`config.mk`:
```
export PLATFORM = sky130hd
export DESIGN_NAME = branch_target_buffer
export DESIGN_NICKNAME = d
export VERILOG_FILES = /design/src/rtl/branch_target_buffer.sv
export SDC_FILE = /design/constraint.sdc
export NUM_CORES = 1
export LEC_CHECK = 0
export CAP_MARGIN = 20
export CORE_MARGIN = 2
export CORE_UTILIZATION = 35
export DETAILED_ROUTE_END_ITERATION = 8
export SETUP_SLACK_MARGIN = 0.2
export SYNTH_ARGS = -nofsm -noshare
export SYNTH_HDL_FRONTEND = slang
export SYNTH_SLANG_ARGS = --single-unit
```
`constraint.sdc`:
```
create_clock -name clk -period 35.9 [get_ports clk]
set_clock_uncertainty 0.2 [all_clocks]
set_input_delay 7.18 -clock clk [delete_from_list [all_inputs] [get_ports clk]]
set_output_delay 7.18 -clock clk [all_outputs]
set_load 0.02 [all_outputs]
```
`src/rtl/branch_target_buffer.sv`:
```
// Direct-mapped, tagged branch target buffer with a 2-bit saturating counter per entry.
// Latency: lookup is combinational (0 cycles); a resolution write is visible on the next cycle.
// Backpressure: none; a resolution record is accepted every cycle that write is high.
module branch_target_buffer #(
    parameter int ADDR_WIDTH = 16,
    parameter int INDEX_BITS = 4
) (
    input  logic                  clk,
    input  logic                  reset,
    input  logic                  write,
    input  logic [ADDR_WIDTH-1:0] write_key,
    input  logic [ADDR_WIDTH-1:0] write_val,
    input  logic                  hit,
    input  logic [ADDR_WIDTH-1:0] read_key,
    output logic [ADDR_WIDTH-1:0] read_val,
    output logic                  read_valid
);

    localparam int ENTRIES = 1 << INDEX_BITS;
    localparam int TAG_W   = ADDR_WIDTH - INDEX_BITS;

    // Counter encoding: 00 strong-NT, 01 weak-NT, 10 weak-T, 11 strong-T.
    localparam logic [1:0] CTR_WEAK_T = 2'b10;
    localparam logic [1:0] CTR_MAX    = 2'b11;
    localparam logic [1:0] CTR_MIN    = 2'b00;

    logic                  valid_q  [ENTRIES];
    logic                  valid_d  [ENTRIES];
    logic [TAG_W-1:0]      tag_q    [ENTRIES];
    logic [TAG_W-1:0]      tag_d    [ENTRIES];
    logic [ADDR_WIDTH-1:0] target_q [ENTRIES];
    logic [ADDR_WIDTH-1:0] target_d [ENTRIES];
    logic [1:0]            ctr_q    [ENTRIES];
    logic [1:0]            ctr_d    [ENTRIES];

    logic [INDEX_BITS-1:0] r_idx;
    logic [TAG_W-1:0]      r_tag;
    logic                  r_match;
    logic [INDEX_BITS-1:0] w_idx;
    logic [TAG_W-1:0]      w_tag;
    logic                  w_match;

    // Same-cycle lookup of the fetch PC against the current (pre-update) table contents.
    always_comb begin
        r_idx      = read_key[INDEX_BITS-1:0];
        r_tag      = read_key[ADDR_WIDTH-1:INDEX_BITS];
        r_match    = valid_q[r_idx] && (tag_q[r_idx] == r_tag);
        read_valid = r_match && ctr_q[r_idx][1] && !reset;
        read_val   = read_valid ? target_q[r_idx] : '0;
    end

    // Next-state for the table: only the entry selected by write_key can change.
    always_comb begin
        for (int i = 0; i < ENTRIES; i++) begin
            valid_d[i]  = valid_q[i];
            tag_d[i]    = tag_q[i];
            target_d[i] = target_q[i];
            ctr_d[i]    = ctr_q[i];
        end
        w_idx   = write_key[INDEX_BITS-1:0];
        w_tag   = write_key[ADDR_WIDTH-1:INDEX_BITS];
        w_match = valid_q[w_idx] && (tag_q[w_idx] == w_tag);
        if (write) begin
            if (w_match) begin
                if (hit) begin
                    if (ctr_q[w_idx] != CTR_MAX) begin
                        ctr_d[w_idx] = ctr_q[w_idx] + 2'd1;
                    end
                    target_d[w_idx] = write_val;
                end else if (ctr_q[w_idx] != CTR_MIN) begin
                    // Not-taken on a resident branch only weakens it; target kept.
                    ctr_d[w_idx] = ctr_q[w_idx] - 2'd1;
                end
            end else if (hit) begin
                // Taken branch not resident: allocate or evict the aliasing entry.
                valid_d[w_idx]  = 1'b1;
                tag_d[w_idx]    = w_tag;
                target_d[w_idx] = write_val;
                ctr_d[w_idx]    = CTR_WEAK_T;
            end
            // Not-taken and not resident: never allocate, never evict.
        end
    end

    // Table state; reset clears every entry immediately and drops any coincident write.
    always_ff @(posedge clk or posedge reset) begin
        if (reset) begin
            for (int i = 0; i < ENTRIES; i++) begin
                valid_q[i]  <= 1'b0;
                tag_q[i]    <= '0;
                target_q[i] <= '0;
                ctr_q[i]    <= 2'b00;
            end
        end else begin
            for (int i = 0; i < ENTRIES; i++) begin
                valid_q[i]  <= valid_d[i];
                tag_q[i]    <= tag_d[i];
                target_q[i] <= target_d[i];
                ctr_q[i]    <= ctr_d[i];
            end
        end
    end

endmodule

```
==> reports/metrics.yaml, run 1 <==
clock_tree:
  clockRootBuffer: "clkbuf_16"
  ctsResizeCount: 0
  cts_hold_buf: 0
  path_clk_slew_ns: 0.06
  cts_setup_buffers: 0
  cts_tree: "yes"
  max-clock-path-buffers: 3
  h-tree-depth: 2
  clock_latency_ns: 0.63
flow_run:
  warnings: 31
  max-cap-violations: 0
synthesis:
  synth-edff-count: 0
  ys_area_um2: 25030
  yosys_cells: 1699
  area_leaders: "dfrtp_1 50%, mux2_2 18%, mux4_2 17%"
  synth_seq_share_pct: 49.59
  largest_area_cell: "dfrtp_1"
  synth_nets: 1753
  top_area_share_pct: 49.59
  avgSynthCellArea_um2: 14.73
  yosysUniqueCellTypes: 58
  flop_cell: "dfrtp_1"
  ys_warn_count: 0
  ys.flops: 496
  async_flop_share_pct: 100.0
  syn_area_um2: 25030
  syn_inst: 1699
grt:
  grt_pass1_vias: 16160
  antenna_found_initial: 2
  grt_overflow: 0
  grt_pass1_wl_mm: 102.6
  grt_max_degree: 199
drt:
  topRoutingLayerUsed: "met5"
  antenna_left: 0
  dr_wl_met2_mm: 31.53
  detailedRoute.firstPassIterationCount: 5
  drc: 0
  wl_met1_mm: 29.26
  vias_per_cell: 5.550
  drt_iter0_drc: 1233
  dr_wl_met3_mm: 3.161
final_timing:
  fin_hold_ws_ns: 0.2697
  rsz0062_at_grt: "false"
  hold_viol_final: 0
  post-route-min-period_ns: 18.71
  max_freq_mhz: 53.43
  tightest_slew_ns: 1.134
  setup_violations: 0
  fin_setup_tns_ns: 0
  slew_headroom_pct: 24.22
  slew_viol_final: 0
  period_used_pct: 52.13
cells_and_area:
  drive_gt1_share_pct: 42.65
  syn_to_final_growth_pct: 13.44
  final_util_pct: 39.93
  fin_area_um2: 28390
  layout.cells.most_common_list: "496 x dfrtp_1, 407 x mux2_2, 185 x mux4_2"
  layout_top_cell: "dfrtp_1"
  logic_area_um2: 11970
  final_nets: 1765
  seqCellArea_um2: 12410
  fill_cells: 6614
  n_antenna_cell: 0
power_and_ir_drop:
  power.density_nw_per_um2: 55.91
  power.leakage_nw: 12.15
die:
  die_area_um2: 73670
  pin_count: 69
  fp-utilization_pct: 35.20
  rows: 98
place:
  globalplace.congestion: 0.7808
  dp_hpwl_mm: 38.41
  portBuffers: 68
  dpl_cell_area_um2: 26480
setup_path:
  cp-end-kind: "primary output"
  cp.arrival_ns: 11.33
  slowest_stage: "buf_4"
  crit_type: "input port to primary output"
  crit_chain: "buf_6 > buf_4 > mux4_2 > mux4_2 > xnor2_1 > nand4_1 > nor4_1 > nand3_1 > buf_4 > nor2b_1 > clkdlybuf4s50_1"
  path_delay_family: "buffers and inverters"
  critical_path.max_fanout: 61
  crit_path_start_kind: "input port"
  cp_num_buf_inv: 4
  required_ns: 28.52
  slowest_delay_ns: 0.84
hold_path:
  hold_path_class: "register to register"
run_status:
  status: "finished, final reports clean"
## run 1: cells by family (layout without fill, tap and decap cells)
kind of cell / Yosys count / in the layout / synth area share [%]
flops: 496 / 496 / 49.59
simple gates: 277 / 277 / 5.633
compound gates: 75 / 75 / 2.344
mux: 679 / 679 / 38.71
xor+xnor: 22 / 22 / 0.7698
fa+ha+maj: 2 / 2 / 0.09995
buf+inv: 148 / 203 / 2.859
## run 1: registers in the layout, indices dropped and copies added, names as in the netlist
signal	count
tag_q	192
target_q	256
ctr_q	32
valid_q	16
## run 1: cell usage after synthesis, types with 11 or more instances
library cell  count
a2bb2oi_1        11
buf_1            16
buf_2            20
buf_4            22
clkbuf_1         79
dfrtp_1         496
mux2_1           55
mux2_2          407
mux2i_1          32
mux4_2          185
nand2_1         137
nand2b_1         22
nand3_1          19
nor2_1           18
nor2b_1          26
o21ai_0          14
xor2_1           15
## run 1: power by group
| group | switching, mW | internal, mW |
|---|---|---|
| clock network | 0.236 | 0.342 |
| registers | 0.0664 | 0.666 |
| logic | 0.107 | 0.171 |
## run 1: cell type report
type	instances	area share (%)
Sequential cell	496	43.71
Clock buffer	82	5.592
Timing Repair Buffer	99	3.322
Clock inverter	18	0.9650
Inverter	4	0.07932
Multi-Input combinational cell	1055	42.14
Tap cell	950	4.186
## run 1: worst reg2reg max path: cells and delay by family, from the launching register on
family / cells / cell delay [ns]
AND-OR/OR-AND: 1 / 0.75
XOR/XNOR: 1 / 0.10
flip-flops: 1 / 0.39
multiplexers: 3 / 1.17
AND/OR/NAND/NOR: 3 / 1.81
## run 1: per-stage QoR
stage,setup slack (ns),std cells,total power [mW]
after floorplan,14.67,1699,0.9443
after global placement,17.15,2602,1.005
after detailed placement,17.11,2602,1.020
after CTS,17.09,2702,1.602
after global routing,16.90,2704,1.665
final,17.19,2704,1.588
## run 1: worst paths after layout
| kind | end | slack [ns] | startpoint | depth (start not counted) |
|---|---|---|---|---|
| max in group asynchronous | target_q[77]$_DFFE_PP0P_ | 26.32 | reset | 5 |
| max | read_val[0] | 17.19 | read_key[1] | 11 |
| min reg2reg | target_q[201]$_DFFE_PP0P_ | 0.27 | target_q[201]$_DFFE_PP0P_ | 2 |
| max reg2reg | tag_q[156]$_DFFE_PP0P_ | 31.35 | tag_q[83]$_DFFE_PP0P_ | 8 |
| min in group asynchronous | tag_q[108]$_DFFE_PP0P_ | 7.03 | reset | 2 |
| min | target_q[201]$_DFFE_PP0P_ | 0.27 | target_q[201]$_DFFE_PP0P_ | 2 |
## run 1: layer usage
metal,up-vias,global-route usage [%]
met4,4,6.275
li1,6390,-
met3,130,2.839
met5,-,0
met2,385,29.38
met1,8097,24.93
### Power grid, run 1

(1.5 px per um) Pins as bars on the die edge.
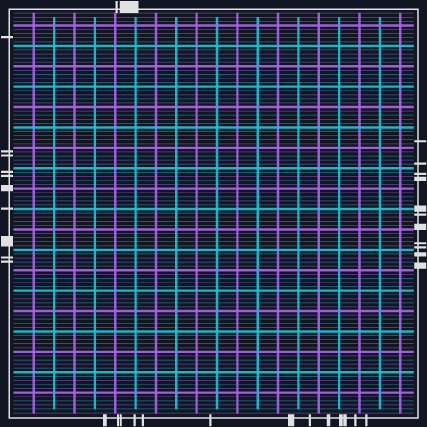
legend:
  VDD:
    colour: cyan
  VSS:
    colour: purple
met5 straps: 19
signal pins: 69
met1 rails: 99
Max VDD drop: 0.00003912 V
Die Height: 271.4 um
Die W: 271.4 um
core area: 71120 um2

### Signal wires by layer, run 1

(1.5 px per um)
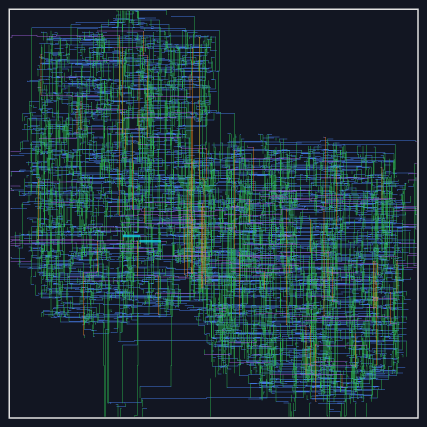
legend:
  M5:
    colour: cyan
    wire_length: 23.0 um
  M1:
    colour: blue
    wire_length: 29.3 mm
  M2:
    colour: green
    wire_length: 31.5 mm
  M3:
    colour: purple
    wire_length: 3160 um
  M4:
    colour: orange
    wire_length: 2080 um
DR vias: 15010
Routed WL per cell: 24.43 um
GR Util All Layers: 18.17%
DRT Wirelength: 66.05 mm

### The clock network, run 1

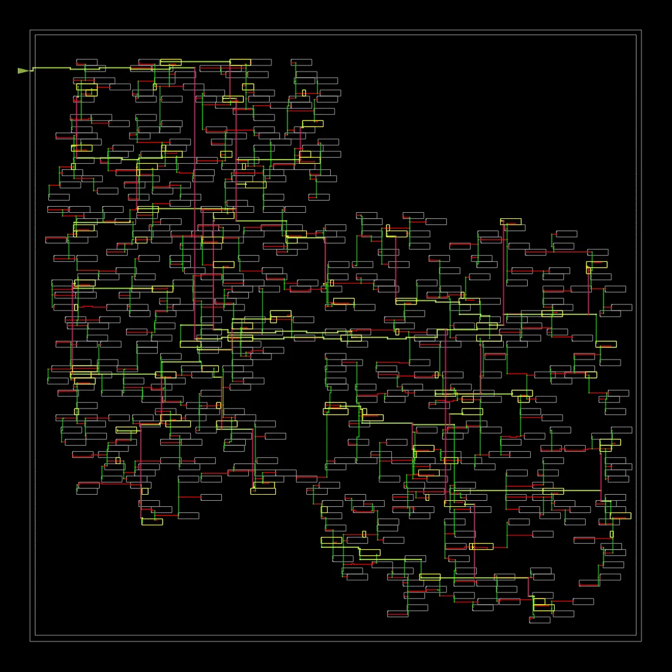
clk sinks: 496
Num CTS Buffers: 55

==> run 1 -> run 2 <==
==> constraint.sdc (replaced) <==
create_clock -name clk -period 16.3 [get_ports clk]
set_clock_uncertainty 0.2 [all_clocks]
set_input_delay 3.26 -clock clk [delete_from_list [all_inputs] [get_ports clk]]
set_output_delay 3.26 -clock clk [all_outputs]
set_load 0.02 [all_outputs]
### Power grid, run 2

(1.5 px per um) Pins as bars on the die edge.
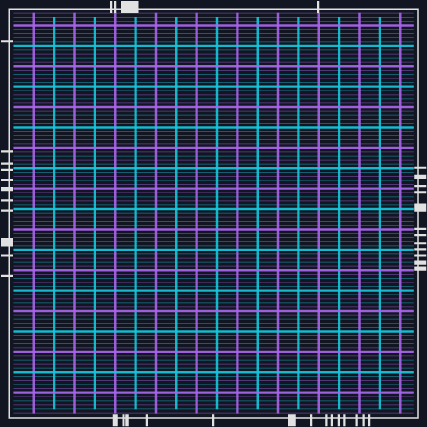
legend:
  VDD:
    colour: cyan
  VSS:
    colour: purple
met1 rails: 99
met5 straps: 19
signal pins: 69
met4 straps: 19
rows: 98
Max VDD drop: 0.00007537 V

==> run 2 against run 1 <==
  * Global-route usage up 0.18 points
  * Clock power rose by 130%
  * Synthesized cell count stayed put
  * Critical path type unchanged
  * Largest power group unchanged
==> reports/metrics.yaml, run 2 <==
flow_run:
  max-cap-violations: 0  # unchanged
setup_path:
  crit_chain: "buf_6 > buf_4 > mux4_2 > mux4_2 > xnor2_1 > nand4_1 > nor4_1 > nand3_1 > buf_4 > nor2b_1 > clkdlybuf4s50_1"
  r2r-end: "tag_q[174]$_DFFE_PP0P_"
  critical_path.max_fanout: 70  # +15%
  reg2reg_from: "tag_q[71]$_DFFE_PP0P_"
  crit_path_start_kind: "input port"
  crit_start: "read_key[1]"
  slowest_delay_ns: 0.75  # -0.09 ns
  r2r_setup_slack_ns: 11.76  # -19.59 ns
  required_ns: 12.84  # -15.68 ns
synthesis:
  avgSynthCellArea_um2: 14.73  # unchanged
  yosysUniqueCellTypes: 58  # unchanged
  ys_area_um2: 25030  # unchanged
  syn_inst: 1699  # unchanged
  yosys_cells: 1699  # unchanged
  synth-edff-count: 0  # unchanged
  common_cells: "496 x dfrtp_1, 407 x mux2_2, 185 x mux4_2"
  flop_cell: "dfrtp_1"
  ys.flops: 496  # unchanged
  post-synth-top-count-cell: "dfrtp_1"
  synth_nets: 1753  # unchanged
  syn_area_um2: 25030  # unchanged
clock_tree:
  cts_hold_buf: 0  # unchanged
  cts_buffers: 56  # +1.8%
  cts.sinks: 496  # unchanged
  max-clock-path-buffers: 3  # unchanged
  path_clk_slew_ns: 0.06  # about the same
  cts_setup_buffers: 0  # unchanged
  cts_tree: "yes"
die:
  die-height_um: 271.4  # unchanged
  pin_count: 69  # unchanged
  die_area_um2: 73670  # unchanged
  fp-utilization_pct: 35.20  # unchanged
final_timing:
  setup_violations: 0  # unchanged
  fin_setup_tns_ns: 0  # unchanged
  max_freq_mhz: 90.45
  tightest_slew_ns: 1.183  # +0.04890 ns
  period_used_pct: 67.83
drt:
  wl_per_cell_um: 24.79  # +1.5%
  detailedRoute.firstPassIterationCount: 5  # unchanged
  drt_iter0_drc: 1197  # -2.9%
  drt-total-wl_mm: 67.05  # +1.5%
  vias_per_cell: 5.584  # +0.63%
  antenna_left: 0  # unchanged
power_and_ir_drop:
  power.density_nw_per_um2: 124.3  # +120%
  power.leakage_nw: 12.20  # +0.43%
place:
  portBuffers: 68  # unchanged
  dp.cells: 2602  # unchanged
  dp_hpwl_mm: 38.73  # +0.83%
cells_and_area:
  largest_reg_flops: 256  # unchanged
  final_nets: 1767  # +0.11%
  syn_to_final_growth_pct: 13.83
  layout.cells.most_common_list: "496 x dfrtp_1, 407 x mux2_2, 185 x mux4_2"
  largestRegisters: "target_q: 256 flops, tag_q: 192 flops, ctr_q: 32 flops"
  top_register: "target_q"
hold_path:
  hold_path_class: "register to register"
  whs_path_depth: 2  # unchanged
grt:
  grt_pass1_vias: 15990  # -1.0%
run_status:
  status: "finished, final reports clean"
-- run 2: through the flow --
step | hold WS (ns) | utilization [%] | worst slack (ns) | total power [mW] | area [um2]
detailed placement | 0.2578 | 37.24 | 5.198 | 2.247 | 26490
CTS | 0.2728 | 39.95 | 5.173 | 3.574 | 28410
global route | 0.3028 | 40.06 | 5.001 | 3.707 | 28490
finish | 0.2715 | 40.07 | 5.244 | 3.542 | 28490
floorplan | 0.2409 | - | 6.111 | 2.080 | 25040
global placement | 0.2533 | 37.24 | 5.215 | 2.215 | 26490
-- run 2: worst min-delay path by stage --
stage / from / end
CTS: target_q[194]$_DFFE_PP0P_ / target_q[194]$_DFFE_PP0P_
finish: target_q[205]$_DFFE_PP0P_ / target_q[205]$_DFFE_PP0P_
detailed placement: target_q[194]$_DFFE_PP0P_ / target_q[194]$_DFFE_PP0P_
floorplan: target_q[223]$_DFFE_PP0P_ / target_q[223]$_DFFE_PP0P_
global route: target_q[195]$_DFFE_PP0P_ / target_q[195]$_DFFE_PP0P_
global placement: target_q[210]$_DFFE_PP0P_ / target_q[210]$_DFFE_PP0P_
-- run 2: final cells by class --
| cell class | instances | area [um2] |
|---|---|---|
| clock inverter | 14 | 255.2 |
| fill | 6474 | 42620 |
| tap | 950 | 1189 |
| inverter | 4 | 18.77 |
| multi-input combinational | 1055 | 11970 |
| sequential | 496 | 12410 |
| timing repair buffer | 100 | 983.4 |
| clock buffer | 84 | 1667 |
| antenna | 1 | 2.502 |
-- run 2: cell families after synthesis --
group           share of synthesized area [%]
flops                                   49.59
xor+xnor                               0.7698
fa+ha+maj                             0.09995
mux                                     38.71
compound gates                          2.344
simple gates                            5.633
buf+inv                                 2.859
-- run 2: critical path, delay by kind of cell --
family,cells,cell delay (ns)
buf+inv,4,2.22
simple gates,4,0.98
xor+xnor,1,0.14
mux,2,0.88
-- run 2: per-layer routing --
| layer | track usage, % | share of wire [%] |
|---|---|---|
| met5 | 0 | 0.019 |
| met4 | 5.740 | 2.8 |
| met3 | 3.008 | 4.7 |
| met2 | 29.46 | 48 |
| met1 | 25.49 | 44 |
-- run 2: where the power goes --
| part | internal (mW) | switching (mW) |
|---|---|---|
| clock | 0.785 | 0.530 |
| combinational | 0.376 | 0.237 |
| sequential | 1.47 | 0.148 |
| total | 2.63 | 0.915 |
==> run 2 -> run 3 <==
==> constraint.sdc (replaced) <==
create_clock -name clk -period 9.69 [get_ports clk]
set_clock_uncertainty 0.2 [all_clocks]
set_input_delay 1.938 -clock clk [delete_from_list [all_inputs] [get_ports clk]]
set_output_delay 1.938 -clock clk [all_outputs]
set_load 0.02 [all_outputs]
### The clock network, run 3

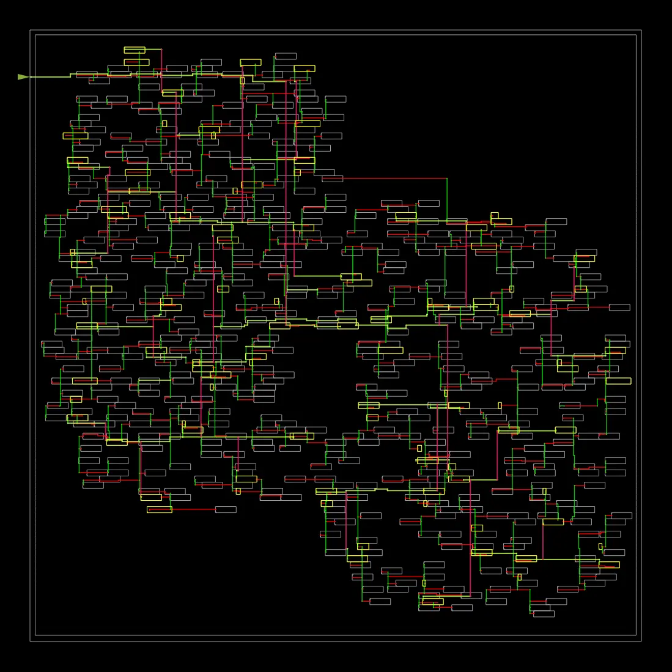
clock-net power: 2.28 mW
Layout clock buffers: 75

==> run 3 against run 2 <==
  * Clock power increased by 74%
  * Die size unchanged
  * Final area increased by 0.32%
  * Flip-flop count unchanged
  * Register-to-register slack got worse by 6.6 ns
  * Non-clock buffer count increased by 6
  * Hold slack got worse by 0.0011 ns
  * Area after synthesis unchanged
  * Final cell count increased by 0.41%
  * Combinational power increased by 68%
  * Synthesized cell count unchanged
  * Critical endpoint unchanged
  * Highest routed layer unchanged
==> reports/metrics.yaml, run 3 <==
final_timing:
  period_used_pct: 81.78
  max_freq_mhz: 126.2
  tightest_slew_ns: 1.186  # +0.003487 ns
  fin_setup_tns_ns: 0  # unchanged
  setup_violations: 0  # unchanged
setup_path:
  reg2reg_from: "tag_q[59]$_DFFE_PP0P_"
  r2r_setup_slack_ns: 5.12  # -6.64 ns
  r2r-end: "tag_q[148]$_DFFE_PP0P_"
  crit_path_start_kind: "input port"
  rr_worst_depth: 8
  critical_path.max_fanout: 50  # -29%
cells_and_area:
  largestRegisters: "target_q: 256 flops, tag_q: 192 flops, ctr_q: 32 flops"
  final_nets: 1772  # +0.28%
  fill_cells: 6558  # +1.3%
  top_register: "target_q"
  largest_reg_flops: 256  # unchanged
drt:
  drt_iter0_drc: 1086  # -9.3%
  wl_per_cell_um: 24.61  # -0.73%
  antenna_left: 0  # unchanged
  vias_per_cell: 5.548  # -0.66%
  detailedRoute.firstPassIterationCount: 5  # unchanged
place:
  dp_hpwl_mm: 39.59  # +2.2%
  dp.cells: 2609  # +0.27%
synthesis:
  synth_nets: 1753  # unchanged
  post-synth-top-count-cell: "dfrtp_1"
  ys_warn_count: 0
  syn_inst: 1699  # unchanged
  synth-edff-count: 0  # unchanged
  syn_area_um2: 25030  # unchanged
  yosys_cells: 1699  # unchanged
  yosysUniqueCellTypes: 58  # unchanged
  ys.flops: 496  # unchanged
  common_cells: "496 x dfrtp_1, 407 x mux2_2, 185 x mux4_2"
grt:
  grt_pass1_wl_mm: 102.3
  grt_pass1_vias: 15920  # -0.47%
clock_tree:
  max-clock-path-buffers: 3  # unchanged
  cts.sinks: 496  # unchanged
  path_clk_slew_ns: 0.06  # about the same
  cts_setup_buffers: 0  # unchanged
  cts_tree: "yes"
flow_run:
  max-cap-violations: 0  # unchanged
die:
  die-height_um: 271.4  # unchanged
  fp-utilization_pct: 35.20  # unchanged
  pin_count: 69  # unchanged
  die_area_um2: 73670  # unchanged
  rows: 98
hold_path:
  hold_end: "target_q[194]$_DFFE_PP0P_"
  whs_path_depth: 2  # unchanged
  hold_path_class: "register to register"
  min_from: "target_q[194]$_DFFE_PP0P_"
power_and_ir_drop:
  peakVddDrop_v: 0.0001296  # +72%
  power.density_nw_per_um2: 210.8  # +70%
  power.leakage_nw: 12.25  # +0.42%
  finalPower_mw: 6.026  # +70%
run_status:
  status: "finished, final reports clean"
## run 3: cell counts after synthesis
No cell type changed its count.
## run 3: final cells by class
| class | count | area [um2] | area share [%] |
|---|---|---|---|
| sequential | 496 | 12410 | 43.42 |
| multi-input combinational | 1055 | 11970 | 41.86 |
| clock buffer | 75 | 1531 | 5.358 |
| tap | 950 | 1189 | 4.158 |
| timing repair buffer | 106 | 1008 | 3.528 |
| clock inverter | 28 | 456.7 | 1.598 |
| inverter | 4 | 18.77 | 0.06566 |
| antenna | 1 | 2.502 | 0.008754 |
## run 3: cell families (layout without fill, tap and decap cells)
group / after synthesis / in the layout / share of synthesized area [%]
other: 0 / 1 / 0
xor gates and xnor gates: 22 / 22 / 0.7698
buffers and inverters: 148 / 213 / 2.859
and+or+nand+nor: 277 / 277 / 5.633
DFF: 496 / 496 / 49.59
adders and majority gates: 2 / 2 / 0.09995
muxes: 679 / 679 / 38.71
AOI/OAI and AO/OA: 75 / 75 / 2.344
## run 3: worst max path at each step
stage / startpoint / end / slack [ns]
5_1_grt: read_key[0] / read_val[8] / 1.45
2_1_floorplan: reset / ctr_q[0]$_DFFE_PP0P_ / 0.82
3_5_place_dp: read_key[0] / read_val[0] / 1.66
4_1_cts: read_key[0] / read_val[0] / 1.64
6_report: read_key[0] / read_val[0] / 1.77
3_3_place_gp: read_key[0] / read_val[4] / 1.74
## run 3: critical path, cell delays in order
cell	delay, ns
buf_6	0.52
mux4_2	0.59
mux4_2	0.50
xnor2_1	0.18
nand4_1	0.10
nor4_1	0.61
nand3_1	0.18
buf_4	0.28
nor2b_1	0.18
clkdlybuf4s50_1	0.62
## run 3: per-stage QoR
step	hold WS, ns	worst slack [ns]	cell area [um2]	util (%)
floorplan	0.2409	0.8235	25040	-
global placement	0.2523	1.740	26540	37.32
detailed placement	0.2578	1.663	26540	37.32
CTS	0.2734	1.637	28530	40.11
global route	0.2943	1.449	28580	40.19
finish	0.2704	1.766	28580	40.19
## run 3: layer usage
metal / wire, um / vias up / track usage (%)
met5: 29 / - / 0
met4: 1999 / 4 / 5.943
met3: 3967 / 119 / 3.503
met2: 31870 / 458 / 29.42
met1: 28960 / 8083 / 24.92
li1: - / 6398 / -
## run 3: power breakdown
part / internal (mW) / switching (mW)
registers: 2.47 / 0.248
logic: 0.634 / 0.396
clock network: 1.40 / 0.880
Power is estimated from default activity; no workload was simulated.
